`config.mk`:
```
export PLATFORM = sky130hd
export DESIGN_NAME = multi_phase_light_ctrl_flat
export DESIGN_NICKNAME = d
export VERILOG_FILES = /design/src/rtl/multi_phase_light_ctrl_if.sv /design/src/rtl/multi_phase_light_ctrl.sv /design/src/flat_wrapper.sv
export SDC_FILE = /design/constraint.sdc
export NUM_CORES = 1
export LEC_CHECK = 0
export CAP_MARGIN = 0
export CORE_ASPECT_RATIO = 1.75
export CORE_MARGIN = 1
export CORE_UTILIZATION = 44
export CTS_CLUSTER_SIZE = 10
export DETAILED_ROUTE_END_ITERATION = 8
export GPL_ROUTABILITY_DRIVEN = 0
export PLACE_DENSITY = 0.7
export REMOVE_ABC_BUFFERS = 1
export SLEW_MARGIN = 20
export SYNTH_ARGS = -nofsm -noshare
export SYNTH_HDL_FRONTEND = slang
export SYNTH_SLANG_ARGS = --single-unit
```
`constraint.sdc`:
```
create_clock -name clk -period 2.58 [get_ports clk]
set_clock_uncertainty 0.15 [all_clocks]
set_input_delay 0.258 -clock clk [delete_from_list [all_inputs] [get_ports clk]]
set_output_delay 0.258 -clock clk [all_outputs]
set_load 0.005 [all_outputs]
```
`src/rtl/multi_phase_light_ctrl_if.sv`:
```
// rtl/multi_phase_light_ctrl_if.sv - demand and lamp bundle between sensors, controller and lamp drivers
interface multi_phase_light_ctrl_if #(
    parameter int N_PHASES = 4
) ();
    localparam int PW = $clog2(N_PHASES);

    logic [N_PHASES-1:0] req;
    logic [N_PHASES-1:0] green;
    logic [N_PHASES-1:0] yellow;
    logic [N_PHASES-1:0] red;
    logic [PW-1:0]       phase;
    logic [1:0]          state;

    modport master (
        output req,
        input  green, yellow, red, phase, state
    );

    modport slave (
        input  req,
        output green, yellow, red, phase, state
    );
endinterface

```
`src/rtl/multi_phase_light_ctrl.sv`:
```
// rtl/multi_phase_light_ctrl.sv - N-phase signal controller, round-robin service with gap-out/max-out
module multi_phase_light_ctrl #(
    parameter int N_PHASES  = 4,
    parameter int TW        = 8,
    parameter int MIN_GREEN = 6,
    parameter int MAX_GREEN = 20,
    parameter int YELLOW    = 2,
    parameter int ALL_RED   = 1
) (
    input  logic                     clk,
    input  logic                     reset_n,
    multi_phase_light_ctrl_if.slave  bus
);
    localparam int PW = $clog2(N_PHASES);

    localparam logic [1:0] S_GREEN  = 2'd0;
    localparam logic [1:0] S_YELLOW = 2'd1;
    localparam logic [1:0] S_ALLRED = 2'd2;

    localparam logic [TW-1:0] MIN_LAST = TW'(MIN_GREEN - 1);
    localparam logic [TW-1:0] MAX_LAST = TW'(MAX_GREEN - 1);
    localparam logic [TW-1:0] YEL_LAST = TW'(YELLOW - 1);
    localparam logic [TW-1:0] AR_LAST  = TW'(ALL_RED - 1);
    localparam logic [TW-1:0] T_SAT    = '1;
    localparam logic [N_PHASES-1:0] ONE = {{(N_PHASES-1){1'b0}}, 1'b1};
    localparam logic [PW:0] N_WIDE = (PW+1)'(N_PHASES);

    logic [1:0]          state_q, state_d;
    logic [PW-1:0]       cur_q, cur_d;
    logic [PW-1:0]       nxt_q, nxt_d;
    logic [TW-1:0]       timer_q, timer_d;

    logic [N_PHASES-1:0] comp;
    logic [PW:0]         idx;
    logic [PW-1:0]       pick;
    logic                exit_green;
    logic [N_PHASES-1:0] lit;
    logic [N_PHASES-1:0] g_lamp;
    logic [N_PHASES-1:0] y_lamp;

    // Scan offsets from farthest to nearest so the nearest waiting phase after cur wins.
    always_comb begin
        comp = bus.req & ~(ONE << cur_q);
        idx  = '0;
        pick = cur_q;
        for (int k = N_PHASES - 1; k >= 1; k--) begin
            idx = {1'b0, cur_q} + (PW+1)'(k);
            if (idx >= N_WIDE) begin
                idx = idx - N_WIDE;
            end
            if (comp[idx[PW-1:0]]) begin
                pick = idx[PW-1:0];
            end
        end
    end

    always_comb begin
        exit_green = (timer_q >= MIN_LAST) && (comp != '0) &&
                     (!bus.req[cur_q] || (timer_q >= MAX_LAST));
        state_d = state_q;
        cur_d   = cur_q;
        nxt_d   = nxt_q;
        case (state_q)
            S_GREEN: begin
                if (exit_green) begin
                    state_d = S_YELLOW;
                    nxt_d   = pick;
                end
            end
            S_YELLOW: begin
                if (timer_q == YEL_LAST) begin
                    state_d = S_ALLRED;
                end
            end
            S_ALLRED: begin
                if (timer_q == AR_LAST) begin
                    state_d = S_GREEN;
                    cur_d   = nxt_q;
                end
            end
            default: state_d = S_GREEN;
        endcase
        if (state_d != state_q) begin
            timer_d = '0;
        end else if (timer_q == T_SAT) begin
            timer_d = timer_q;
        end else begin
            timer_d = timer_q + TW'(1);
        end
    end

    always_ff @(posedge clk) begin
        if (!reset_n) begin
            state_q <= S_GREEN;
            cur_q   <= '0;
            nxt_q   <= '0;
            timer_q <= '0;
        end else begin
            state_q <= state_d;
            cur_q   <= cur_d;
            nxt_q   <= nxt_d;
            timer_q <= timer_d;
        end
    end

    always_comb begin
        lit    = ONE << cur_q;
        g_lamp = (state_q == S_GREEN)  ? lit : '0;
        y_lamp = (state_q == S_YELLOW) ? lit : '0;
    end

    assign bus.green  = g_lamp;
    assign bus.yellow = y_lamp;
    assign bus.red    = ~(g_lamp | y_lamp);
    assign bus.phase  = cur_q;
    assign bus.state  = state_q;
endmodule

```
`src/flat_wrapper.sv`:
```
// flat-port wrapper written by rule: the top's interface ports become plain ports
module multi_phase_light_ctrl_flat 
#(
    parameter int N_PHASES  = 4,
    parameter int TW        = 8,
    parameter int MIN_GREEN = 6,
    parameter int MAX_GREEN = 20,
    parameter int YELLOW    = 2,
    parameter int ALL_RED   = 1
)
  (clk, reset_n, bus_req, bus_green, bus_yellow, bus_red, bus_phase, bus_state);
  multi_phase_light_ctrl_if #(.N_PHASES(N_PHASES)) bus_i ();
  input  logic clk;
  input  logic reset_n;
  input wire logic [$bits(bus_i.req)-1:0] bus_req;
  output wire logic [$bits(bus_i.green)-1:0] bus_green;
  output wire logic [$bits(bus_i.yellow)-1:0] bus_yellow;
  output wire logic [$bits(bus_i.red)-1:0] bus_red;
  output wire logic [$bits(bus_i.phase)-1:0] bus_phase;
  output wire logic [$bits(bus_i.state)-1:0] bus_state;
  assign bus_i.req = bus_req;
  assign bus_green = bus_i.green;
  assign bus_yellow = bus_i.yellow;
  assign bus_red = bus_i.red;
  assign bus_phase = bus_i.phase;
  assign bus_state = bus_i.state;
  multi_phase_light_ctrl #(.N_PHASES(N_PHASES), .TW(TW), .MIN_GREEN(MIN_GREEN), .MAX_GREEN(MAX_GREEN), .YELLOW(YELLOW), .ALL_RED(ALL_RED)) u_core (.clk(clk), .reset_n(reset_n), .bus(bus_i));
endmodule
```
Fig. 1: clock network drawn from the DEF
Bar = 10 µm.
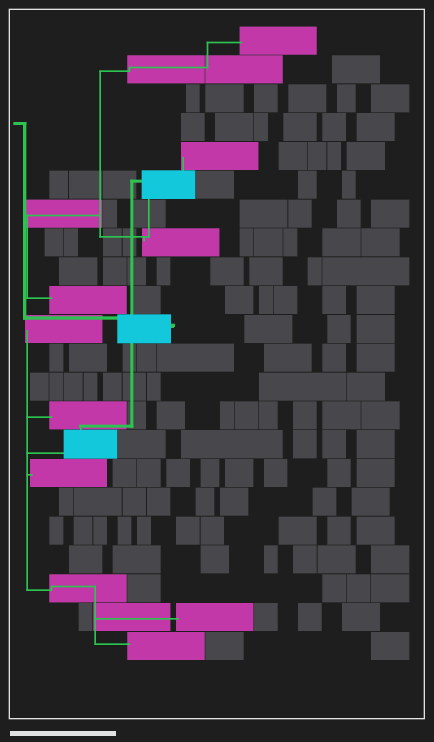
Green stands for clock wires, length 190 µm. Magenta stands for flip-flops, count 14. Cyan stands for clock drivers, count 3.
There are 4 routed clock nets.
clock share of power: 0.367
clk latency late pin: 0.24 ns

==> run summary <==
Physical implementation

The end point of the most critical hold path is u_core.nxt_q[0]. The worst path arrival time is 2.35 ns. The post-detailed-route via-to-cell ratio is 5.71. Detailed routing inserted a total of 970 vias. The number of nets with antenna violations after routing is 0. Compared with the post-synthesis result, the final layout area differs by 25.0%.

The actual transition at the worst max-transition pin is 0.462 ns. The number of cells on the worst hold path is listed as 2. The tightest slew margin relative to the limit is 0.689. The overall die size recorded for this design is 0.00261 mm².

After synthesis the netlist holds a flip-flop and latch count of 14. The fraction of synthesized area in multiplexers is 0.109. The final wirelength is 2.35 mm. The share of post-route cells with drive strength above 1 is 0.0690. The clock network power consumption is 0.000174 W. The group with the largest share of power is registers. As logged by OpenROAD, the buffers inserted on ports number 21. For this design, the sink count on the clock tree is 14.

The first-pass GRT wire length is 3.62 mm. The final-report hold violation count is 0. The startpoint identified for the worst register-to-register timing path is u_core.bus.phase[1].

Overall routing resource usage recorded by global route was 0.201. For this run, the number of standard cells in the final layout without fillers is 170. STA shows the worst reg2reg path with a cell count of 7.

Per the cell usage report, the commonest logic cell in the layout is clkdlybuf4s50_1. In this run the register-to-register setup slack is 0.21 ns. For reference, the critical path is captured by u_core.nxt_q[0]. Per the log, the first TritonRoute iteration ended with a DRC count of 21. The design internal power is 0.000360 W. The number of warnings reported in the yosys synthesis log is 0. The flow ran to the end, and the final reports show no timing, DRC or antenna violations. The worst slack after detailed placement is 0.202 ns. The number of buffers between clock root and the deepest sink is 2. The flip-flop and latch power is 0.000230 W. The worst endpoint required time is 2.56 ns.

The worst-path maximum fanout is 9. In this design, the stage delay of the slowest critical-path cell is 0.51 ns. The final total power is 0.000474 W. Walking the worst path, the cells encountered are inv_1 -> ha_1 -> or2b_1 -> mux4_2 -> o2111ai_1 -> a21boi_1 -> mux2i_1. Per the synthesis report, the AND-OR/OR-AND share of the synthesized area is 0.153.

The initial antenna violation count is 0. The floorplan row count is 23. The root buffer cell chosen for the clock tree is clkbuf_8. The combinational-cell power consumption is 0.0000697 W. The overall die height is 66.8 µm. The analysis attributes to net switching a power of 0.000114 W. The endpoint of the worst register-to-register path is u_core.nxt_q[0]. The synthesized area is 0.00106 mm².

The basic-gate share of the synthesized area counting and, or, nand and nor cells is 0.326. Measured on the finished design, the core utilization comes to 0.581. For reference, the top logic cell family by area is simple AND/OR/NAND/NOR gates. The sequential group share of total power is 0.485. The logic depth of the worst path, buffers included is 7.

The script computed the net switching share of total power as 0.241. The worst setup path is launched from a flop. The post-layout net count is 160. The chip area from the yosys synthesis statistics is 0.00106 mm².

The number of global-route vias before repair was 856. The TritonCTS buffer count is 3. In this run, the synthesized area fraction spent on adder and majority cells is recorded as 0.0829. The cell count after synthesis came out at 126. Post-CTS timing repair inserted 0 buffers for setup. The highest supply drop recorded on VDD is 0.346 mV. The area of the placeable core is 0.00227 mm². The gate-level netlist out of Yosys references 37 unique cell types.

Counting flops with an async set or reset pin after synthesis yields a share of 0. More flip-flops sit in one register than any other, and that register is u_core.timer_q. In the layout the commonest cells are clkdlybuf4s50_1 (21), dfxtp_1 (14), nor2_1 (10).

The commonest cells after synthesis are dfxtp_1 (14), nor2_1 (10), and2_1 (9), nand2_1 (9), nand2b_1 (9). The cell area reported after detailed placement is 0.00128 mm².
Fig. 2: the metal 3 layer
Bar = 10 µm. Cells faint in the background.
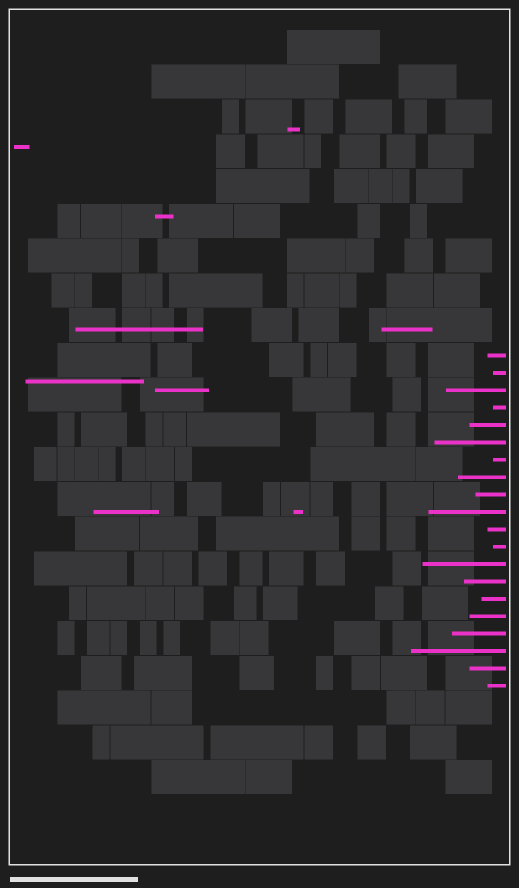
The wires run mostly horizontal. The longest straight run is 9.70 µm. 25 nets have wire on it.

cell type report:
type / count / area [µm²]
Fill cell: 234 / 953
Tap cell: 25 / 31.3
Clock buffer: 3 / 41.3
Inverter: 6 / 22.5
Timing Repair Buffer: 21 / 210
Sequential cell: 14 / 280
Multi-Input combinational cell: 101 / 734
worst register-to-register path, cell delays in order (launching register included):
cell and delay [ns]:
dfxtp_1 0.51, inv_1 0.13, ha_1 0.25, or2b_1 0.25, mux4_2 0.49, o2111ai_1 0.19
a21boi_1 0.19, mux2i_1 0.08
layer usage:
layer  up-vias  routed length [µm]  GRT usage  share of wire
met3         7                  90     0.0300          0.038
li1        482                   -          -              -
met1       451                 851      0.172           0.36
met5         -                   0          0              0
met4         0                  71      0.112          0.030
met2        30                1340      0.396           0.57
Power is estimated from default activity; no workload was simulated.
